[config.mk]
export PLATFORM = sky130hd
export DESIGN_NAME = av2_forward_transform_4x4
export DESIGN_NICKNAME = d
export VERILOG_FILES = /design/src/rtl/av2_forward_transform_4x4.sv
export SDC_FILE = /design/constraint.sdc
export NUM_CORES = 2
export LEC_CHECK = 0
export ABC_AREA = 1
export ABC_CLOCK_PERIOD_IN_PS = 6450
export CAP_MARGIN = 5
export CORE_ASPECT_RATIO = 1.2
export CORE_UTILIZATION = 53
export CTS_CLUSTER_SIZE = 25
export DETAILED_ROUTE_END_ITERATION = 12
export GPL_TIMING_DRIVEN = 1
export PLACE_DENSITY = 0.69
export SYNTH_ARGS = -nofsm -noshare
export SYNTH_HDL_FRONTEND = slang
export SYNTH_SLANG_ARGS = --single-unit
[constraint.sdc]
create_clock -name clk -period 6.45 [get_ports clk]
set_clock_uncertainty 0.15 [all_clocks]
set_input_delay 0.9675 -clock clk [delete_from_list [all_inputs] [get_ports clk]]
set_output_delay 0.9675 -clock clk [all_outputs]
set_load 0.005 [all_outputs]
[src/rtl/av2_forward_transform_4x4.sv]
// Forward 4x4 block transform (DCT / WHT / identity): a row transform applied
// as each residual row arrives, then a column transform, then rows streamed out.
module av2_forward_transform_4x4 #(
  parameter int DATA_W = 16,
  parameter int ACC_W  = 24
) (
  input  logic                  clk,
  input  logic                  rst_n,
  input  logic [1:0]            tx_type,
  input  logic                  in_valid,
  output logic                  in_ready,
  input  logic [4*DATA_W-1:0]   in_row,
  output logic                  out_valid,
  input  logic                  out_ready,
  output logic [4*DATA_W-1:0]   out_row,
  output logic [1:0]            out_row_idx,
  output logic                  out_last,
  output logic                  busy
);

  typedef enum logic [1:0] {IDLE, LOAD, COMPUTE, OUT} state_t;

  localparam int SAT_MAX_I = (1 << (DATA_W - 1)) - 1;
  localparam int SAT_MIN_I = -(1 << (DATA_W - 1));
  localparam logic signed [ACC_W-1:0] SAT_MAX = ACC_W'(SAT_MAX_I);
  localparam logic signed [ACC_W-1:0] SAT_MIN = ACC_W'(SAT_MIN_I);

  state_t state_q, state_d;
  logic        en_q;
  logic [1:0]  cnt_q;
  logic [1:0]  idx_q;
  logic [1:0]  tx_q;
  logic signed [ACC_W-1:0]  h_q   [4][4];
  logic signed [DATA_W-1:0] buf_q [4][4];

  logic signed [ACC_W-1:0] row_x [4];
  logic signed [ACC_W-1:0] row_h [4];
  logic signed [ACC_W-1:0] col_y [4][4];
  logic [1:0] cur_type;
  logic       in_hs;
  logic       out_hs;

  // Output k of the 1-D transform selected by t; types 2 and 3 are identity.
  function automatic logic signed [ACC_W-1:0] xform(
    input logic [1:0]              t,
    input logic [1:0]              k,
    input logic signed [ACC_W-1:0] a0,
    input logic signed [ACC_W-1:0] a1,
    input logic signed [ACC_W-1:0] a2,
    input logic signed [ACC_W-1:0] a3
  );
    logic signed [ACC_W-1:0] r;
    r = '0;
    case (t)
      2'd0: begin
        case (k)
          2'd0:    r = a0 + a1 + a2 + a3;
          2'd1:    r = (a0 <<< 1) + a1 - a2 - (a3 <<< 1);
          2'd2:    r = a0 - a1 - a2 + a3;
          default: r = a0 - (a1 <<< 1) + (a2 <<< 1) - a3;
        endcase
      end
      2'd1: begin
        case (k)
          2'd0:    r = a0 + a1 + a2 + a3;
          2'd1:    r = a0 + a1 - a2 - a3;
          2'd2:    r = a0 - a1 - a2 + a3;
          default: r = a0 - a1 + a2 - a3;
        endcase
      end
      default: begin
        case (k)
          2'd0:    r = a0;
          2'd1:    r = a1;
          2'd2:    r = a2;
          default: r = a3;
        endcase
      end
    endcase
    return r;
  endfunction

  function automatic logic signed [DATA_W-1:0] sat(input logic signed [ACC_W-1:0] a);
    logic signed [DATA_W-1:0] r;
    if (a > SAT_MAX) begin
      r = SAT_MAX[DATA_W-1:0];
    end else if (a < SAT_MIN) begin
      r = SAT_MIN[DATA_W-1:0];
    end else begin
      r = a[DATA_W-1:0];
    end
    return r;
  endfunction

  assign in_ready    = en_q && (state_q == IDLE || state_q == LOAD);
  assign out_valid   = (state_q == OUT);
  assign out_row_idx = idx_q;
  assign out_last    = out_valid && (idx_q == 2'd3);
  assign busy        = (state_q != IDLE);
  assign in_hs       = in_valid && in_ready;
  assign out_hs      = out_valid && out_ready;

  // The first row must use the live tx_type since it is latched on that same edge.
  assign cur_type = (state_q == IDLE) ? tx_type : tx_q;

  for (genvar gi = 0; gi < 4; gi++) begin : g_row
    assign row_x[gi] = {{(ACC_W-DATA_W){in_row[DATA_W*gi+DATA_W-1]}},
                        in_row[DATA_W*gi +: DATA_W]};
    assign row_h[gi] = xform(cur_type, 2'(gi), row_x[0], row_x[1], row_x[2], row_x[3]);
    assign out_row[DATA_W*gi +: DATA_W] = out_valid ? buf_q[idx_q][gi] : '0;
  end

  for (genvar gi = 0; gi < 4; gi++) begin : g_col_k
    for (genvar gj = 0; gj < 4; gj++) begin : g_col_c
      assign col_y[gi][gj] = xform(tx_q, 2'(gi),
                                   h_q[0][gj], h_q[1][gj], h_q[2][gj], h_q[3][gj]);
    end
  end

  always_ff @(posedge clk or negedge rst_n) begin
    if (!rst_n) begin
      state_q <= IDLE;
    end else begin
      state_q <= state_d;
    end
  end

  always_comb begin
    state_d = state_q;
    case (state_q)
      IDLE:    if (in_hs) state_d = LOAD;
      LOAD:    if (in_hs && cnt_q == 2'd3) state_d = COMPUTE;
      COMPUTE: state_d = OUT;
      OUT:     if (out_hs && idx_q == 2'd3) state_d = IDLE;
      default: state_d = IDLE;
    endcase
  end

  always_ff @(posedge clk or negedge rst_n) begin
    if (!rst_n) begin
      en_q  <= 1'b0;
      cnt_q <= '0;
      idx_q <= '0;
      tx_q  <= '0;
      for (int r = 0; r < 4; r++) begin
        for (int c = 0; c < 4; c++) begin
          h_q[r][c]   <= '0;
          buf_q[r][c] <= '0;
        end
      end
    end else begin
      en_q <= 1'b1;
      if (in_hs) begin
        for (int c = 0; c < 4; c++) begin
          h_q[cnt_q][c] <= row_h[c];
        end
        cnt_q <= cnt_q + 2'd1;
        if (state_q == IDLE) begin
          tx_q <= tx_type;
        end
      end
      if (state_q == COMPUTE) begin
        for (int r = 0; r < 4; r++) begin
          for (int c = 0; c < 4; c++) begin
            buf_q[r][c] <= sat(col_y[r][c]);
          end
        end
      end
      if (out_hs) begin
        idx_q <= (idx_q == 2'd3) ? 2'd0 : idx_q + 2'd1;
      end
    end
  end

endmodule

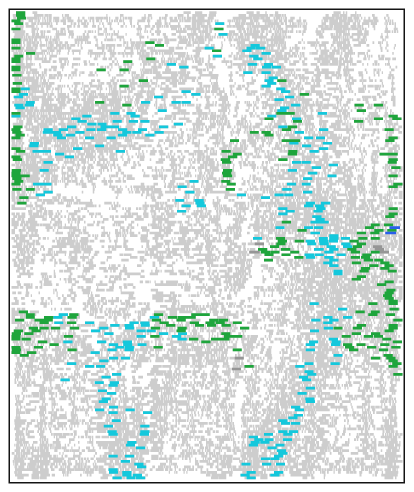
(images/ff_map.png)
Scale: 1 px per µm. Other sequential cells in the stronger gray, the rest of the logic in the fainter gray.
`out_row_idx`: drawn in blue, flops 2. `h_q`: drawn in cyan, flops 312, where spread over the die. `buf_q`: drawn in green, flops 256.
Another 7 sequential cells are not colored.
Seq/total area: 13.5%

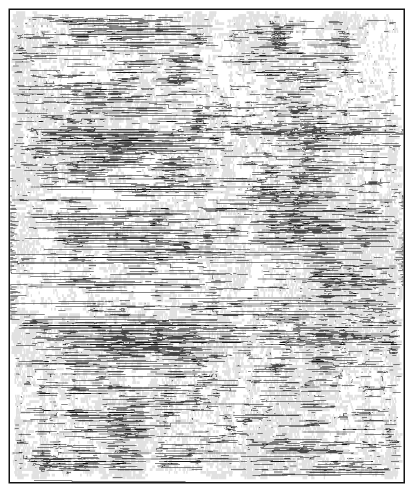
(images/m3.png)
Scale: 1 px per µm.
The layer holds 13% of the routed length. The longest straight run is 292 µm. The wires run mostly horizontal. The layer carries 59.0 mm of wire. 2537 nets have wire on it.

==> results.yml <==
# yosys + openroad results
status:
  status: "complete, but fails checks"
  violations: "DRC"
worst_setup_path:
  start_kind: "flop"
  setup.worst_path.class: "flop to flop"
  cpLargestDelayFamily: "simple AND/OR/NAND/NOR gates"
  critPathCapture: "buf_q[158]"
logic_synthesis:
  top_area_share_pct: 17.0
  synth_cells: 14380
  synth_nets: 16165
  syn_avg_cell_area_um2: 6.78
  yosys-mux-area-fraction_pct: 0.472
  ys_sh_simple_pct: 27.0
route:
  drc: 1
die:
  core_um2: 183000
  taps: 2436
  fp.dieArea_um2: 186000
cts:
  cts_resized: 0
final_layout:
  syn_to_final_growth_pct: 9.85
timing:
  relSlewSlack_pct: 5.03
placement:
  dp_hpwl_um: 365000
registers in the layout, summed over array words and instances (netlist names):
register,count
buf_q,256
h_q,312
state_q,2
out_row_idx,2
tx_q,2
en_q,1
cnt_q,2
per-layer routing:
| layer | track usage (%) | share of wire [%] |
|---|---|---|
| met5 | 0.362 | 0.095 |
| met4 | 31.1 | 8.2 |
| met3 | 14.7 | 13 |
| met2 | 69.8 | 42 |
| met1 | 57.9 | 37 |
